Figure 1. The metal 1 layer (run 1).
The bar under the picture is 50 um long. Supply wires on this layer in gray.
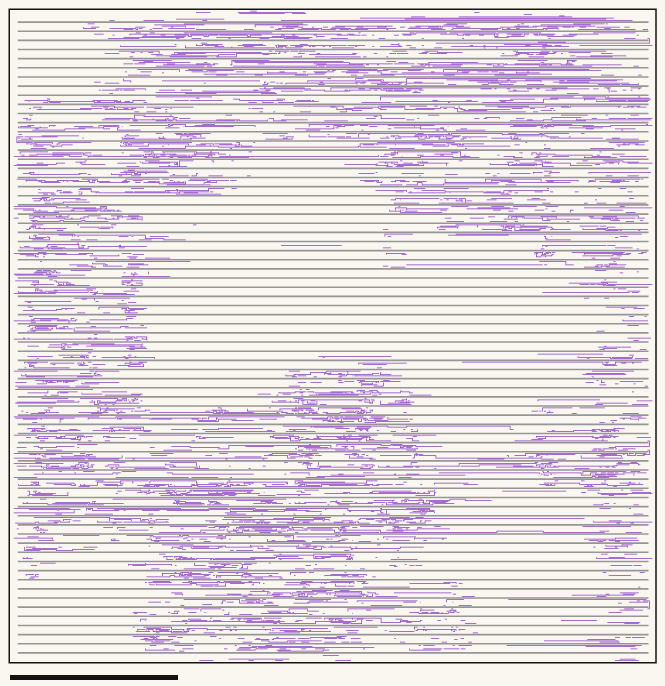
Figure 2. Met2 routing (run 1).
Cells faint in the background.
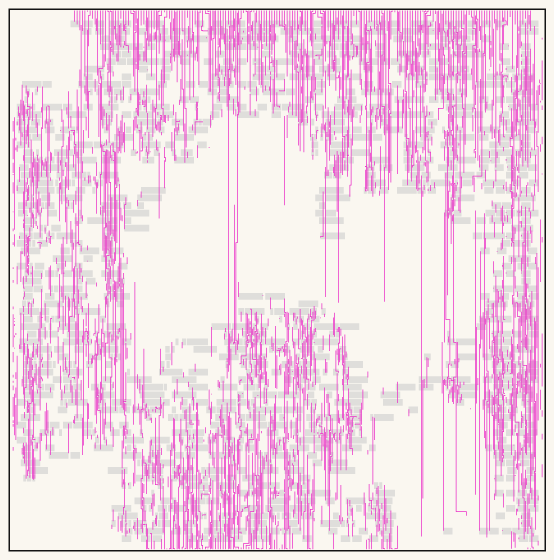
Figure 3. Signal wires on met3 (run 1).
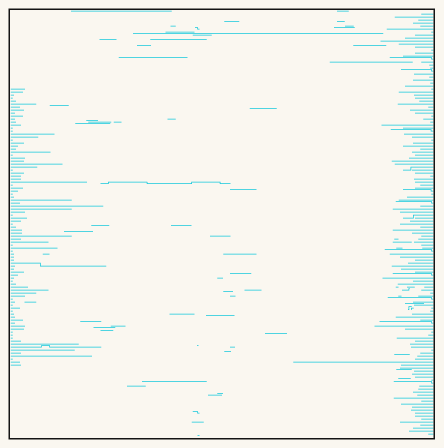
$ cat src/rtl/av_io_decoder.sv
// Address decoder and response mux between the AV I/O bridge and its devices.
// A timeout ack completes any request to a device that never answers.
module av_io_decoder #(
  parameter int          NDEV   = 8,
  parameter int          DEVLSB = 16,
  parameter int          TOUT   = 255,
  parameter logic [31:0] ERRDAT = 32'hFFFF_FFFF
) (
  input  logic              clk_i,
  input  logic              rst_i,
  input  logic              s_cyc_i,
  input  logic              s_stb_i,
  input  logic              s_we_i,
  input  logic [3:0]        s_sel_i,
  input  logic [31:0]       s_adr_i,
  input  logic [31:0]       s_dat_i,
  output logic              s_ack_o,
  output logic              s_stall_o,
  output logic [31:0]       s_dat_o,
  output logic [NDEV-1:0]   cs_o,
  output logic              we_o,
  output logic [3:0]        sel_o,
  output logic [31:0]       adr_o,
  output logic [31:0]       dat_o,
  input  logic [NDEV-1:0]   ack_i,
  input  logic [32*NDEV-1:0] dat_i,
  output logic              tout_o,
  output logic [31:0]       tout_adr_o,
  input  logic              tout_clr_i
);

  localparam int IW = (NDEV > 1) ? $clog2(NDEV) : 1;

  localparam logic [1:0] IDLE = 2'd0;
  localparam logic [1:0] WAIT = 2'd1;
  localparam logic [1:0] DONE = 2'd2;

  localparam logic [15:0]     TOUT_LAST = 16'(TOUT - 1);
  localparam logic [NDEV-1:0] ONE_HOT   = {{(NDEV-1){1'b0}}, 1'b1};

  logic [1:0]    state;
  logic [15:0]   cnt;
  logic [IW-1:0] idx;
  logic [IW-1:0] req_idx;

  assign req_idx = s_adr_i[DEVLSB +: IW];

  always_ff @(posedge clk_i) begin
    if (rst_i) begin
      state      <= IDLE;
      cnt        <= '0;
      idx        <= '0;
      s_ack_o    <= 1'b0;
      s_stall_o  <= 1'b0;
      s_dat_o    <= '0;
      cs_o       <= '0;
      we_o       <= 1'b0;
      sel_o      <= '0;
      adr_o      <= '0;
      dat_o      <= '0;
      tout_o     <= 1'b0;
      tout_adr_o <= '0;
    end else begin
      // A timeout later in this block overrides the clear (set wins).
      if (tout_clr_i)
        tout_o <= 1'b0;

      case (state)
        IDLE: begin
          if (s_cyc_i && s_stb_i) begin
            we_o      <= s_we_i;
            sel_o     <= s_sel_i;
            adr_o     <= s_adr_i;
            dat_o     <= s_dat_i;
            idx       <= req_idx;
            cs_o      <= ONE_HOT << req_idx;
            cnt       <= '0;
            state     <= WAIT;
            s_stall_o <= 1'b1;
          end
        end

        WAIT: begin
          cnt <= cnt + 16'd1;
          if (!s_cyc_i) begin
            cs_o      <= '0;
            we_o      <= 1'b0;
            sel_o     <= '0;
            state     <= IDLE;
            s_stall_o <= 1'b0;
          end else if (ack_i[idx]) begin
            s_dat_o <= we_o ? 32'd0 : dat_i[32*idx +: 32];
            s_ack_o <= 1'b1;
            cs_o    <= '0;
            we_o    <= 1'b0;
            sel_o   <= '0;
            state   <= DONE;
          end else if (cnt == TOUT_LAST) begin
            s_dat_o    <= we_o ? 32'd0 : ERRDAT;
            s_ack_o    <= 1'b1;
            tout_o     <= 1'b1;
            tout_adr_o <= adr_o;
            cs_o       <= '0;
            state      <= DONE;
          end
        end

        DONE: begin
          // Ack is held until the bridge withdraws its strobe.
          if (!s_stb_i) begin
            s_ack_o   <= 1'b0;
            s_dat_o   <= '0;
            state     <= IDLE;
            s_stall_o <= 1'b0;
          end
        end

        default: begin
          state     <= IDLE;
          s_ack_o   <= 1'b0;
          s_stall_o <= 1'b0;
          cs_o      <= '0;
        end
      endcase
    end
  end

endmodule

$ cat config.mk
export PLATFORM = sky130hd
export DESIGN_NAME = av_io_decoder
export DESIGN_NICKNAME = d
export VERILOG_FILES = /design/src/rtl/av_io_decoder.sv
export SDC_FILE = /design/constraint.sdc
export NUM_CORES = 1
export LEC_CHECK = 0
export CAP_MARGIN = 15
export CORE_AREA = 2 2 190 192
export DETAILED_ROUTE_END_ITERATION = 8
export DIE_AREA = 0 0 192 194
export MAX_ROUTING_LAYER = met4
export PLACE_DENSITY = 0.61
export SLEW_MARGIN = 30
export SYNTH_ARGS = -nofsm -noshare
export SYNTH_HDL_FRONTEND = slang
export SYNTH_SLANG_ARGS = --single-unit
export TNS_END_PERCENT = 1
$ cat constraint.sdc
create_clock -name clk_i -period 2.6 [get_ports clk_i]
set_clock_uncertainty 0.1 [all_clocks]
set_input_delay 0.52 -clock clk_i [delete_from_list [all_inputs] [get_ports clk_i]]
set_output_delay 0.52 -clock clk_i [all_outputs]
set_load 0.03 [all_outputs]
==> GITHUB_STEP_SUMMARY, run 1 <==
### Yosys + OpenROAD results

| Metric | Value |
|---|---|
| Most frequent cells in the layout | `479 x clkdlybuf4s50_1, 180 x nand2_1, 159 x dfxtp_1, 112 x a21oi_1, 66 x mux4_2` |
| Pwr top | `registers` |
| Root buffer selected by CTS | `clkbuf_16` |
| Synth Seq Share | `38.4%` |
| Vias in the first global route | `8802` |
| Reg area | `3250 um2` |
| Die Wd | `192 um` |
| I/O Pins | `482` |
| Worst hold slack | `0.317 ns` |
| Clock period minus worst slack | `2.43 ns` |
| Register share of total power | `39.3%` |
| Setup Slack @ Placement | `-0.0105 ns` |
| Area Growth Syn to Fin | `70.1%` |
| Gr usage total | `19.9%` |
| Power Clock | `0.00250 W` |
| Cells after DPL | `1741` |
| Die H | `194 um` |
| DR vias/cell | `4.92` |
| Max Fclk | `411 MHz` |
| Sw frac | `28.6%` |
| DR top layer | `met4` |
| Top-area cell share | `38.4%` |
| Chip Area, Yosys | `8450 um2` |
| Metal2 WL | `18400 um` |
| Max IR drop VDD | `0.000298 V` |
| Clock power frac | `37.7%` |
| Routed Antenna Nets | `0` |
| Log Warnings | `29` |
| DR WL/cell | `21.2 um` |
| Flops after synth | `162` |
| Share of layout cells above drive strength 1 | `12.7%` |
| WP data required | `2.85 ns` |
| Distinct cells, synth | `52` |
| Die area | `37200 um2` |
| Clk buf depth | `2` |
| Fill count | `3461` |
| Routability congestion estimate | `1.02` |
| DRC viols | `0` |
| Insertion Delay late pin | `0.42 ns` |
| Crit. End Element | `flip-flop` |
| Worst-path maximum fanout | `32` |
| Top cells by count, synth | `181 x nand2_1, 162 x dfxtp_1, 112 x a21oi_1` |
| Post-route setup slack | `0.167 ns` |
| Max-slew headroom | `56.7%` |
| Most instantiated logic cell after routing | `clkdlybuf4s50_1` |
| Power share of the combinational group | `23.0%` |
| Layout Nets | `1639` |
| Ys cells | `859` |
| Setup Crit Path Kind | `flip-flop to flip-flop` |
| Internal power | `0.00474 W` |
| Switching pwr | `0.00190 W` |
| Avg Cell Area, Syn | `9.83 um2` |
| Cell area after placement | `13800 um2` |
| Synth Warn # | `0` |
| Core Area | `35200 um2` |
| Unrepaired setup endpoints after global routing | `false` |
| Comb. pwr | `0.00153 W` |
| DR iter-0 viols | `537` |
| TritonRoute pass-1 iters | `5` |
| Most common cell in the netlist | `nand2_1` |
| Cells after Synth | `859` |
| Power Total | `0.00664 W` |
| Pwr Density | `462 nW/um2` |
| Post-CTS setup buffer count | `0` |
| Worst Hold Class | `input port to flip-flop` |
| Crit path DAT | `2.69 ns` |
| Maxcap violations | `0` |
| CTS buffer count | `17` |
| Utilization after layout | `40.8%` |
| Worst-Margin Slew | `0.641 ns` |
| Asr flop ratio synth | `0%` |
| Grt total ovfl | `0` |
| Met1 wire length | `15800 um` |
| Final Max Slew Viols | `0` |
| Fin cells | `1773` |
| Startpoint types | `flip-flop` |
| Hold Fails Final Rpt | `0` |
| FP Core Util | `24.0%` |
| CTS tree | `yes` |
| Post-synth design cell area | `8450 um2` |
| Global-route wire length before repair | `54700 um` |
| Buffers on Ports | `481` |
| Grt peak-use layer | `met2` |
| Final setup vio count | `0` |
| Status | `complete, no violations` |
| Sinks on Clock Net | `162` |
| # rows | `69` |
| Post-CTS Resized | `0` |
| Number of enable flip-flop cells | `0` |
| Initial antenna violation count | `1` |
| Cycle use final | `93.6%` |
| Clk slew on worst S/H paths | `0.07 ns` |
| Cell accounting for the most synthesized area | `dfxtp_1` |
| CTS H-tree lvls | `4` |
| Post-detail-place hpwl | `28800 um` |
About Figure 1:
share of all routed wire = 42%
nets with wire on the layer = 1443
main direction = horizontal
wire length on this layer = 15800 um
via count: 8723
M1 GR Usage: 25.0%
final WL: 37600 um

About Figure 2:
wire length on this layer = 18400 um
main direction = vertical
grt met2 use: 33.2%

About Figure 3:
wire length on this layer = 2900 um
share of all routed wire = 7.7%
grt met3 use: 4.34%

==> run 1: cell families after synthesis <==
family / count (synthesis) / synth area share (%)
AND/OR/NAND/NOR: 282 / 15.7
buffers and inverters: 93 / 5.29
flip-flops: 162 / 38.4
adder cells (fa/ha/maj): 2 / 0.296
AND-OR/OR-AND: 217 / 18.2
multiplexers: 102 / 22.1
XOR/XNOR: 1 / 0.104
==> run 1: final cells by class <==
| type | count | share of cell area, % |
|---|---|---|
| diodes | 1 | 0.0174 |
| clock inverters | 13 | 0.862 |
| inverters | 4 | 0.104 |
| clock buffers | 18 | 2.99 |
| repair buffers | 510 | 36.1 |
| multi-input cells | 604 | 33.3 |
| flip-flops and latches | 162 | 22.6 |
| well taps | 461 | 4.01 |
==> run 1: worst paths after layout <==
check / from / cells after the start / slack, ns / endpoint
min: rst_i / 2 / 0.32 / cnt[4]
max: cnt[1] / 6 / 0.17 / s_dat_o[15]
min reg2reg: sel_o[0] / 2 / 0.35 / sel_o[0]
max reg2reg: cnt[1] / 6 / 0.17 / s_dat_o[15]
==> run 1: state kept, by name, summed over array words and instances, names as in the netlist <==
| register | flops |
|---|---|
| sel_o | 4 |
| s_ack_o | 1 |
| we_o | 1 |
| s_dat_o | 32 |
| state | 2 |
| tout_adr_o | 32 |
| cs_o | 8 |
| s_stall_o | 1 |
| adr_o | 32 |
| dat_o | 32 |
| cnt | 16 |
| tout_o | 1 |
==> run 1: worst max-delay path, stage by stage (launching register included) <==
cell and delay [ns]:
dfxtp_1 0.41, ha_1 0.19, nor4b_1 0.54, nand4_4 0.29
a2111oi_4 0.42, buf_12 0.23, a22o_1 0.16
Figure 4. Track usage over the die (run 1).
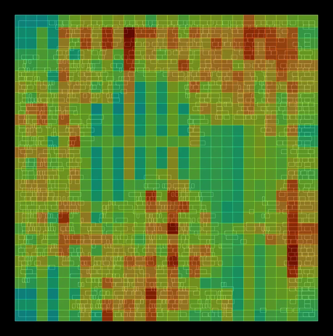

--- run 2 (diff from run 1) ---
--- a/config.mk
+++ b/config.mk
@@ -5,10 +5,10 @@
 export SDC_FILE = /design/constraint.sdc
 export NUM_CORES = 1
 export LEC_CHECK = 0
-export CAP_MARGIN = 15
 export CORE_AREA = 2 2 190 192
 export DETAILED_ROUTE_END_ITERATION = 8
 export DIE_AREA = 0 0 192 194
+export GPL_TIMING_DRIVEN = 0
 export MAX_ROUTING_LAYER = met4
 export PLACE_DENSITY = 0.61
 export SLEW_MARGIN = 30
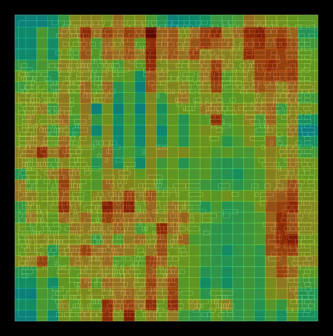
Figure 5: run 2, track usage over the die.
M1 GR Usage: 27.3%
gr usage total: 22.0%
grt met2 use: 36.3%
utilization after layout: 41.2%

==> run 2 against run 1 <==
  * First-iteration DRC count fell by 17%
  * Clock power rose by 7%
  * Die area did not move
  * Via count rose by 5.1%
  * Critical path depth did not move
  * Synthesized cell count did not move
  * Sequential power barely moved
  * Wire length rose by 11%
  * Sequential share of layout area fell by 0.25 points
  * Clock-buffer cell count fell by 1
==> GITHUB_STEP_SUMMARY, run 2 <==
### Yosys + OpenROAD results

| Metric | Value |
|---|---|
| Power Clock | `0.00267 W (was 0.00250 W)` |
| Most used flip-flop cell | `dfxtp_1 (unchanged)` |
| Clock period minus worst slack | `2.49 ns (was 2.43 ns)` |
| Comb. pwr | `0.00156 W (was 0.00153 W)` |
| Setup Crit Path Kind | `input port to flip-flop (was flip-flop to flip-flop)` |
| Worst Hold Class | `flip-flop to flip-flop (was input port to flip-flop)` |
| Post-CTS setup buffer count | `0 (unchanged)` |
| Avg Cell Area, Syn | `9.83 um2 (unchanged)` |
| Synth area leaders | `dfxtp_1 38%, mux4_2 18%, nand2_1 8.0% (unchanged)` |
| Asr flop ratio synth | `0% (unchanged)` |
| Crit. End Element | `flip-flop (unchanged)` |
| Power Total | `0.00683 W (was 0.00664 W)` |
| Worst-path maximum fanout | `10 (was 32)` |
| DR iter-0 viols | `448 (was 537)` |
| Share of layout cells above drive strength 1 | `12.7% (about the same)` |
| Cell area after placement | `13800 um2 (about the same)` |
| Startpoint types | `input port (was flip-flop)` |
| Clk slew on worst S/H paths | `0.08 ns (was 0.07 ns)` |
| CTS H-tree lvls | `4 (unchanged)` |
| Final Max Slew Viols | `0 (unchanged)` |
| Max-slew headroom | `38.4% (was 56.7%)` |
| Worst-Margin Slew | `0.924 ns (was 0.641 ns)` |
| Syn_nets | `1199 (unchanged)` |
| Grt met3 use | `4.74% (was 4.34%)` |
| DR vias/cell | `4.99 (was 4.92)` |
| Power share of the combinational group | `22.9% (was 23.0%)` |
| Pwr top | `clock (was registers)` |
| Post-CTS Resized | `11 (was 0)` |
| Area Growth Syn to Fin | `71.6% (was 70.1%)` |
| Max IR drop VDD | `0.000404 V (was 0.000298 V)` |
| Leak | `4.79 nW (was 4.73 nW)` |
| Cycle use final | `95.9% (was 93.6%)` |
| Die Wd | `192 um (unchanged)` |
| DRC viols | `0 (unchanged)` |
| Largest net degree at the start of global routing | `19 (was 119)` |
| Internal power | `0.00479 W (was 0.00474 W)` |
| WP data required | `2.86 ns (was 2.85 ns)` |
| Insertion Delay late pin | `0.44 ns (was 0.42 ns)` |
| Register share of total power | `38.1% (was 39.3%)` |
| Die area | `37200 um2 (unchanged)` |
| Synth Seq Share | `38.4% (unchanged)` |
| Cell accounting for the most synthesized area | `dfxtp_1 (unchanged)` |
| Switching pwr | `0.00204 W (was 0.00190 W)` |
| DR WL/cell | `22.6 um (was 21.2 um)` |
| Post-detail-place hpwl | `32900 um (was 28800 um)` |
| Final setup vio count | `0 (unchanged)` |
| Distinct cells, synth | `52 (unchanged)` |
| Number of enable flip-flop cells | `0 (unchanged)` |
| Maxcap violations | `0 (unchanged)` |
| Final WL | `41500 um (was 37600 um)` |
| Hold Fails Final Rpt | `0 (unchanged)` |
| Log Warnings | `28 (was 29)` |
| Worst hold slack | `0.353 ns (was 0.317 ns)` |
| Slowest cell delay on critical path | `0.63 ns (was 0.54 ns)` |
| Max Fclk | `401 MHz (was 411 MHz)` |
| Most common cell in the netlist | `nand2_1 (unchanged)` |
| Top cells by count, synth | `181 x nand2_1, 162 x dfxtp_1, 112 x a21oi_1 (unchanged)` |
| Most instantiated logic cell after routing | `clkdlybuf4s50_1 (unchanged)` |
| Routability congestion estimate | `0.940 (was 1.02)` |
| Global-route wire length before repair | `59100 um (was 54700 um)` |
| Sw frac | `29.9% (was 28.6%)` |
| FP Core Util | `24.0% (unchanged)` |
| Via count | `9166 (was 8723)` |
| Status | `complete, no violations (unchanged)` |
| Grt total ovfl | `0 (unchanged)` |
| Ys cells | `859 (unchanged)` |
| Unrepaired setup endpoints after global routing | `true (was false)` |
| Synth Warn # | `0 (unchanged)` |
| Worst-path cell chain | `clkdlybuf4s50_1 -> and3b_1 -> buf_1 -> clkbuf_1 -> nand4_1 -> a21oi_1 (was ha_1 -> nor4b_1 -> nand4_4 -> a2111oi_4 -> buf_12 -> a22o_1)` |
| P_seq | `0.00260 W (was 0.00261 W)` |
| TritonRoute pass-1 iters | `5 (unchanged)` |
| Initial antenna violation count | `3 (was 1)` |
| CTS tree | `yes (unchanged)` |
| Buffers on Ports | `481 (unchanged)` |
| Vias in the first global route | `9216 (was 8802)` |
| Clock power frac | `39.1% (was 37.7%)` |
| Most frequent cells in the layout | `481 x clkdlybuf4s50_1, 181 x nand2_1, 161 x dfxtp_1, 112 x a21oi_1, 66 x mux4_2 (was 479 x clkdlybuf4s50_1, 180 x nand2_1, 159 x dfxtp_1, 112 x a21oi_1, 66 x mux4_2)` |
| Final instance area | `14500 um2 (was 14400 um2)` |
| Fin cells | `1836 (was 1773)` |
| Post-synth design cell area | `8450 um2 (unchanged)` |
| Sinks on Clock Net | `162 (unchanged)` |
| Chip Area, Yosys | `8450 um2 (unchanged)` |
| Max stage delay cell, worst path | `clkdlybuf4s50_1 (was nor4b_1)` |
| Flops after synth | `162 (unchanged)` |
| Root buffer selected by CTS | `clkbuf_16 (unchanged)` |
| # rows | `69 (unchanged)` |
| Crit path DAT | `2.75 ns (was 2.69 ns)` |
| Grt peak-use layer | `met2 (unchanged)` |
| Top-area cell share | `38.4% (unchanged)` |
| I/O Pins | `482 (unchanged)` |
| Layout Nets | `1699 (was 1639)` |
| Core Area | `35200 um2 (unchanged)` |
| Cts hold-fix bufs | `0 (unchanged)` |
| Routed Antenna Nets | `0 (unchanged)` |
| Clk buf depth | `2 (unchanged)` |
| Cells after DPL | `1801 (was 1741)` |
| Die H | `194 um (unchanged)` |
| Pwr Density | `471 nW/um2 (was 462 nW/um2)` |
| Register-to-register setup slack | `0.17 ns (about the same)` |
| CTS buffer count | `17 (unchanged)` |
| Cells after Synth | `859 (unchanged)` |
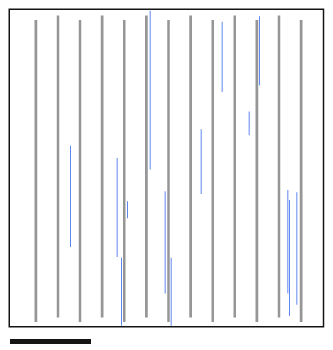
Figure 6: run 2, signal wires on met4.
The bar under the picture is 50 um long. Supply wires on this layer in gray.
main direction = vertical
longest straight run = 97.2 um
wire length on this layer = 717 um
share of all routed wire = 1.7%

==> run 2: cell count changes in the layout (fill, tap and decap cells not counted), sizes merged <==
cell / delta
dlymetal6s2s: -1
diode: +2
clkdlybuf4s50: +2
clkinvlp: -3
clkinv: +5
buf: +4
clkbuf: +54
==> run 2: worst max-delay path: cells and delay by family <==
kind	cells	cell delay, ns
AOI/OAI and AO/OA	1	0.18
buffers and inverters	3	1.59
and+or+nand+nor	2	0.44
==> run 2: per-stage QoR <==
| stage | setup slack [ns] | setup TNS [ns] |
|---|---|---|
| after floorplan | 0.278 | 0 |
| after global placement | -0.532 | -40.72 |
| after detailed placement | -0.569 | -45.00 |
| after CTS | 0.0250 | 0 |
| after global routing | 0.00258 | 0 |
| final | 0.106 | 0 |
==> run 2: logic make-up (layout without fill, tap and decap cells) <==
family	count (synthesis)	in the layout	share of synthesized area (%)
muxes	102	102	22.1
xor gates and xnor gates	1	1	0.104
other	0	3	0
adders and majority gates	2	2	0.296
buffers and inverters	93	606	5.29
AOI/OAI and AO/OA	217	217	18.2
and+or+nand+nor	282	282	15.7
DFF	162	162	38.4
==> run 2: layer usage <==
metal | vias up | routed length (um)
li1 | 4238 | -
met1 | 4533 | 17600
met2 | 366 | 20200
met3 | 29 | 3010
met4 | 0 | 716
met5 | - | 0
==> run 2: path summary, 6_finish.rpt <==
check	to	cells after the start	from
worst min-delay path	sel_o[2]	2	sel_o[2]
worst max-delay path	tout_adr_o[21]	6	s_cyc_i
worst min register to register	sel_o[2]	2	sel_o[2]
worst max register to register	s_dat_o[5]	6	adr_o[18]
==> run 2: layout make-up <==
cell class	count	area, um2
inverter	4	15.0
antenna	3	7.51
fill	3517	20700
clock inverter	15	191
clock buffer	17	425
tap	461	577
buffer	89	459
timing repair buffer	481	4810
sequential	162	3240
multi-input combinational	604	4760
Power and IR drop assume default switching activity.
